$ cat config.mk
export PLATFORM = sky130hd
export DESIGN_NAME = alu_seq
export DESIGN_NICKNAME = d
export VERILOG_FILES = /design/src/rtl/alu_seq.sv
export SDC_FILE = /design/constraint.sdc
export NUM_CORES = 1
export LEC_CHECK = 0
export ABC_AREA = 1
export CORE_ASPECT_RATIO = 1.5
export CORE_MARGIN = 2
export CORE_UTILIZATION = 50
export CTS_BUF_LIST = sky130_fd_sc_hd__clkbuf_16
export DETAILED_ROUTE_END_ITERATION = 7
export PLACE_DENSITY = 0.73
export SYNTH_ARGS = -nofsm -noshare
export SYNTH_HDL_FRONTEND = slang
export SYNTH_SLANG_ARGS = --single-unit
$ cat constraint.sdc
create_clock -name clk -period 3.9 [get_ports clk]
set_input_delay 0.585 -clock clk [delete_from_list [all_inputs] [get_ports clk]]
set_output_delay 0.585 -clock clk [all_outputs]
set_load 0.005 [all_outputs]
$ cat src/rtl/alu_seq.sv
// alu_seq: registered multi-cycle ALU with a start/busy/done handshake and N/Z/C/V flags.
// Defining ALU_SEQ_DECIMAL_EN adds the DADJ state (BCD adjust for ADC/SBC).
module alu_seq #(
    parameter int WIDTH = 8,
    parameter int OP_W  = 4
) (
    input  logic             clk,
    input  logic             rst,
    input  logic             start,
    input  logic [OP_W-1:0]  op,
    input  logic [WIDTH-1:0] a_in,
    input  logic [WIDTH-1:0] b_in,
    input  logic             carry_in,
    input  logic             decimal_in,
    output logic             busy,
    output logic             done,
    output logic [WIDTH-1:0] result,
    output logic             carry_out,
    output logic             overflow_out,
    output logic             negative_out,
    output logic             zero_out
);

    localparam logic [OP_W-1:0] OP_OR  = OP_W'(0);
    localparam logic [OP_W-1:0] OP_AND = OP_W'(1);
    localparam logic [OP_W-1:0] OP_EOR = OP_W'(2);
    localparam logic [OP_W-1:0] OP_ADC = OP_W'(3);
    localparam logic [OP_W-1:0] OP_SBC = OP_W'(4);
    localparam logic [OP_W-1:0] OP_ASL = OP_W'(5);
    localparam logic [OP_W-1:0] OP_LSR = OP_W'(6);
    localparam logic [OP_W-1:0] OP_ROL = OP_W'(7);
    localparam logic [OP_W-1:0] OP_ROR = OP_W'(8);
    localparam logic [OP_W-1:0] OP_CMP = OP_W'(9);

    typedef enum logic [1:0] {IDLE = 2'd0, EXEC = 2'd1, DADJ = 2'd2, DONE = 2'd3} state_t;

    state_t           state_r, state_s;
    logic             exec_ph_r;
    logic             capture_s;
    logic             go_dadj_s;
    logic [OP_W-1:0]  op_r;
    logic [WIDTH-1:0] a_r, b_r;
    logic             cin_r;
    logic [WIDTH-1:0] stg_res_r;
    logic             stg_c_r, stg_v_r, stg_n_r, stg_z_r;
    logic [WIDTH-1:0] beff_s, bin_res_s, flag_val_s;
    logic [WIDTH:0]   sum_s;
    logic             cin_eff_s, bin_c_s, bin_v_s;

`ifdef ALU_SEQ_DECIMAL_EN
    logic           dec_r;
    logic [WIDTH:0] bcd_s;

    // Nibble-serial BCD add/subtract; returns {carry (no-borrow for SBC), digits}.
    function automatic logic [WIDTH:0] bcd_adjust(input logic [WIDTH-1:0] a, input logic [WIDTH-1:0] b,
                                                  input logic cin, input logic sub);
        logic             c;
        logic [4:0]       s;
        logic [WIDTH-1:0] r;
        r = '0;
        c = sub ? ~cin : cin;
        for (int i = 0; i < WIDTH / 4; i++) begin
            if (sub) begin
                s = {1'b0, a[4*i +: 4]} - {1'b0, b[4*i +: 4]} - {4'b0000, c};
                if (s[4]) begin
                    s = s - 5'd6;
                    c = 1'b1;
                end else begin
                    c = 1'b0;
                end
            end else begin
                s = {1'b0, a[4*i +: 4]} + {1'b0, b[4*i +: 4]} + {4'b0000, c};
                if (s > 5'd9) begin
                    s = s + 5'd6;
                    c = 1'b1;
                end else begin
                    c = 1'b0;
                end
            end
            r[4*i +: 4] = s[3:0];
        end
        return {sub ? ~c : c, r};
    endfunction

    // Decimal result for the DADJ stage.
    always_comb begin
        bcd_s = bcd_adjust(a_r, b_r, cin_r, op_r == OP_SBC);
    end

    assign go_dadj_s = dec_r && ((op_r == OP_ADC) || (op_r == OP_SBC));

    // Decimal-mode flag captured alongside the operands.
    always_ff @(posedge clk) begin
        if (rst) begin
            dec_r <= 1'b0;
        end else if (capture_s) begin
            dec_r <= decimal_in;
        end
    end
`else
    logic unused_s;
    assign unused_s  = decimal_in;
    assign go_dadj_s = 1'b0;
`endif

    assign capture_s = start && ((state_r == IDLE) || (state_r == DONE));

    // Binary datapath; SBC and CMP share the adder with B inverted, CMP forces carry-in.
    always_comb begin
        beff_s    = b_r;
        cin_eff_s = cin_r;
        if (op_r == OP_SBC) begin
            beff_s = ~b_r;
        end else if (op_r == OP_CMP) begin
            beff_s    = ~b_r;
            cin_eff_s = 1'b1;
        end else begin
            beff_s = b_r;
        end
        sum_s     = {1'b0, a_r} + {1'b0, beff_s} + {{WIDTH{1'b0}}, cin_eff_s};
        bin_res_s = result;
        bin_c_s   = carry_out;
        bin_v_s   = overflow_out;
        case (op_r)
            OP_OR:  bin_res_s = a_r | b_r;
            OP_AND: bin_res_s = a_r & b_r;
            OP_EOR: bin_res_s = a_r ^ b_r;
            OP_ADC, OP_SBC: begin
                bin_res_s = sum_s[WIDTH-1:0];
                bin_c_s   = sum_s[WIDTH];
                bin_v_s   = (a_r[WIDTH-1] == beff_s[WIDTH-1]) && (sum_s[WIDTH-1] != a_r[WIDTH-1]);
            end
            OP_ASL: begin
                bin_res_s = {a_r[WIDTH-2:0], 1'b0};
                bin_c_s   = a_r[WIDTH-1];
            end
            OP_LSR: begin
                bin_res_s = {1'b0, a_r[WIDTH-1:1]};
                bin_c_s   = a_r[0];
            end
            OP_ROL: begin
                bin_res_s = {a_r[WIDTH-2:0], cin_r};
                bin_c_s   = a_r[WIDTH-1];
            end
            OP_ROR: begin
                bin_res_s = {cin_r, a_r[WIDTH-1:1]};
                bin_c_s   = a_r[0];
            end
            OP_CMP: bin_c_s = sum_s[WIDTH];
            default: bin_res_s = a_r;
        endcase
        flag_val_s = (op_r == OP_CMP) ? sum_s[WIDTH-1:0] : bin_res_s;
    end

    // Next-state logic; EXEC spans two cycles (adder stage, then flag commit).
    always_comb begin
        state_s = state_r;
        case (state_r)
            IDLE:    state_s = start ? EXEC : IDLE;
            EXEC:    state_s = exec_ph_r ? (go_dadj_s ? DADJ : DONE) : EXEC;
            DADJ:    state_s = DONE;
            DONE:    state_s = start ? EXEC : IDLE;
            default: state_s = IDLE;
        endcase
    end

    // State, operand capture, staging and registered outputs.
    always_ff @(posedge clk) begin
        if (rst) begin
            state_r      <= IDLE;
            exec_ph_r    <= 1'b0;
            op_r         <= '0;
            a_r          <= '0;
            b_r          <= '0;
            cin_r        <= 1'b0;
            stg_res_r    <= '0;
            stg_c_r      <= 1'b0;
            stg_v_r      <= 1'b0;
            stg_n_r      <= 1'b0;
            stg_z_r      <= 1'b0;
            busy         <= 1'b0;
            done         <= 1'b0;
            result       <= '0;
            carry_out    <= 1'b0;
            overflow_out <= 1'b0;
            negative_out <= 1'b0;
            zero_out     <= 1'b0;
        end else begin
            state_r <= state_s;
            busy    <= (state_s == EXEC) || (state_s == DADJ);
            done    <= (state_s == DONE);
            if (capture_s) begin
                op_r      <= op;
                a_r       <= a_in;
                b_r       <= b_in;
                cin_r     <= carry_in;
                exec_ph_r <= 1'b0;
            end else if (state_r == EXEC) begin
                exec_ph_r <= ~exec_ph_r;
            end
            if ((state_r == EXEC) && !exec_ph_r) begin
                stg_res_r <= bin_res_s;
                stg_c_r   <= bin_c_s;
                stg_v_r   <= bin_v_s;
                stg_n_r   <= flag_val_s[WIDTH-1];
                stg_z_r   <= (flag_val_s == {WIDTH{1'b0}});
            end
            if ((state_r == EXEC) && exec_ph_r) begin
                result       <= stg_res_r;
                carry_out    <= stg_c_r;
                overflow_out <= stg_v_r;
                negative_out <= stg_n_r;
                zero_out     <= stg_z_r;
            end
`ifdef ALU_SEQ_DECIMAL_EN
            if (state_r == DADJ) begin
                result       <= bcd_s[WIDTH-1:0];
                carry_out    <= bcd_s[WIDTH];
                negative_out <= bcd_s[WIDTH-1];
                zero_out     <= (bcd_s[WIDTH-1:0] == {WIDTH{1'b0}});
            end
`endif
        end
    end

endmodule
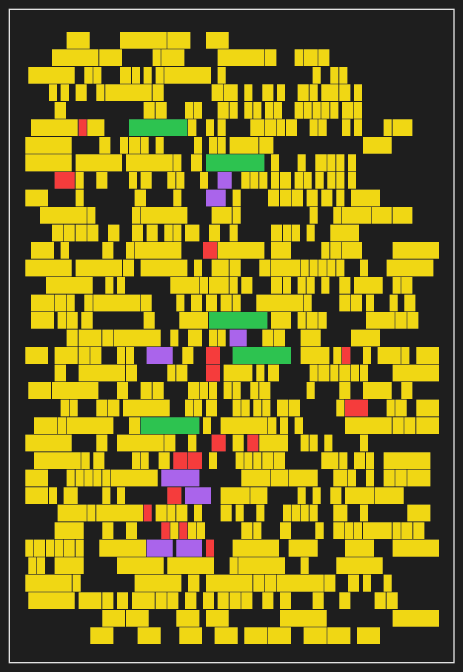
sizing.png
legend:
  purple:
    size: x3 and x4
    cells: 8
    most_used: nor2_4
  yellow:
    size: x1 and smaller
    cells: 472
    most_used: nand2_1
  green:
    size: x6 and larger
    cells: 5
    most_used: clkbuf_16
  red:
    size: x2
    cells: 16
    most_used: inv_2

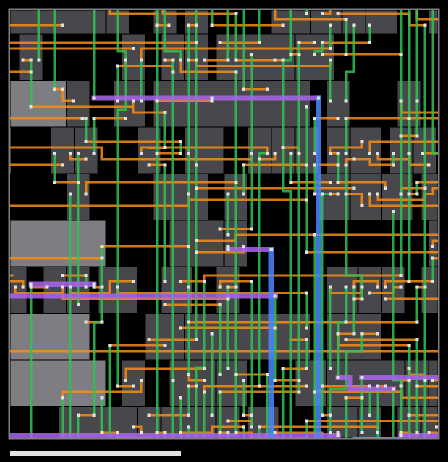
closeup.png
Bar = 10 µm. Window x 22 to 47, y 58 to 83 µm. Cells in gray, sequential cells in the stronger gray; small squares are vias.
legend:
  purple:
    layer: M3
  green:
    layer: M2
  blue:
    layer: M4
  orange:
    layer: M1
cells with their middle in the window: 70
sequential cells in the window: 3
most frequent: nand2_1 (26), nand3_1 (8), nor2_1 (6)

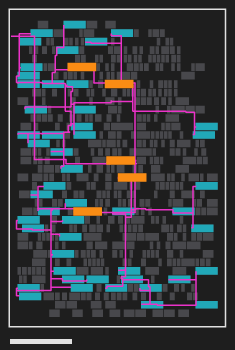
clock_wires.png
Bar = 20 µm.
legend:
  magenta:
    item: clock wires
    length: 695 µm
  cyan:
    item: flip-flops
    count: 49
  orange:
    item: clock-net drivers
    count: 5
flops lie: spread over the die
routed clock nets: 6

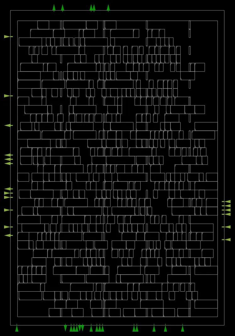
placed.png
Taps Inserted: 74
sequential share of cell area: 26.45%
filler cell count: 592
Flops: 49
final std cells w/o fill: 575

==> reports/qor.txt <==
Reg2Reg Depth -> 20
Simple-Gate Area Share -> 29.88%
drc violations -> 0
post-synthesis cell count -> 468
Skew-Pair Late Insertion Delay -> 0.29 ns
highest routed layer -> met4
CP Cell Sequence -> inv_2 > nor2_4 > nand2_4 > nand2_1 > xor2_1 > fa_1 > fa_1 > nand2_1 > nand2_1 > nand3_1 > nand3b_1 > nand2_1 > nand2_1 > nand2_1 > nand2_1 > nor2_1 > nand2_1 > nor2_1 > nand2_1 > a21oi_2
buffers and inverters on the worst path -> 1
Flop pwr share -> 34.3%
Core Rows -> 35
Required @ worst endpoint -> 4.12 ns
pwr/cell area -> 539.9 mW/mm²
hold buffers post-CTS -> 0
FF+latch count, synth -> 49
register-to-register setup slack -> 0.69 ns
Finished Core Util -> 60.49%
Final GP Congestion -> 0.9508
Gate Area -> 0.001909 mm²
crit-path max cell delay -> 0.49 ns
cts repair resizes -> 0
WP depth -> 20
top-count cell post-synth -> nand2_1
Top pwr grp -> combinational logic
Logic family by area -> simple AND/OR/NAND/NOR gates
total gr overflow -> 0
Final Setup Violations -> 0
sequential power -> 0.686 mW
setup TNS -> 0 ns
final wirelength -> 8.689 mm
diode count -> 0
Yosys cell types -> 33
cts bufs inserted -> 5
CORE AREA -> 0.006131 mm²
Flop area -> 980.9 µm²
Syn Area/Cell -> 6.737 µm²
CP Capture Type -> register
CP Class -> register to register
first-pass GRT wire length -> 13.77 mm
OpenROAD warnings -> 37
Most common cell on crit path -> nand2_1
Worst VDD drop -> 0.3013 mV
drt wl/cell -> 15.11 µm
DR iter-0 viols -> 193
Yosys warnings -> 0
worst-case clock buffer depth -> 2
Cells on Worst Hold Path -> 2
Max Slew Vio Count -> 0
Slew HR -> 23.07%
Chip Area, Yosys -> 0.003153 mm²
initial antenna violation count -> 0
Top cells by area -> dfxtp_1, nand2_1, ha_1, a21oi_1, o21ai_0
share of the synthesized area in the top cell type -> 31.11%
Adder Share, Synth -> 11.59%
Fin Clk Skew -> 0.005784 ns
layer with the highest usage -> met2
GRT Resource Usage Total -> 26.55%
multi-input gates -> 352
clock network power -> 0.433 mW
outcome -> complete, no violations
Hold WS -> 0.4824 ns
Post-synth top cells -> nand2_1, dfxtp_1, a21oi_1, inv_1, o21ai_0
Non-clk bufs -> 38
HP Start -> stg_c_r
most common logic cell in the routed design -> nand2_1
Cell Area, Placed -> 0.003566 mm²
Final #Nets -> 553
worst slew pin tran -> 1.151 ns
pin count of the biggest net entering global routing -> 44
# IOs -> 39
hpwl dp -> 6.569 mm
I/O Buffers -> 37
met2 WL post-DR -> 4.435 mm
die height -> 101.3 µm
RR Startpoint -> op_r[0]
Slowest cell on crit path -> dfxtp_1
full die area -> 0.006970 mm²
xor/xnor share -> 2.500%
unrepaired setup endpoints after global routing -> no
post-synthesis sequential area ratio -> 31.11%
met3 Usage GRT -> 4.111%
EDFF count, synth -> 0
met2 Resource Use GR -> 47.63%
Initial DRT Pass Iterations -> 4
Power figures rest on the tool's default switching activity, not on a simulated workload.
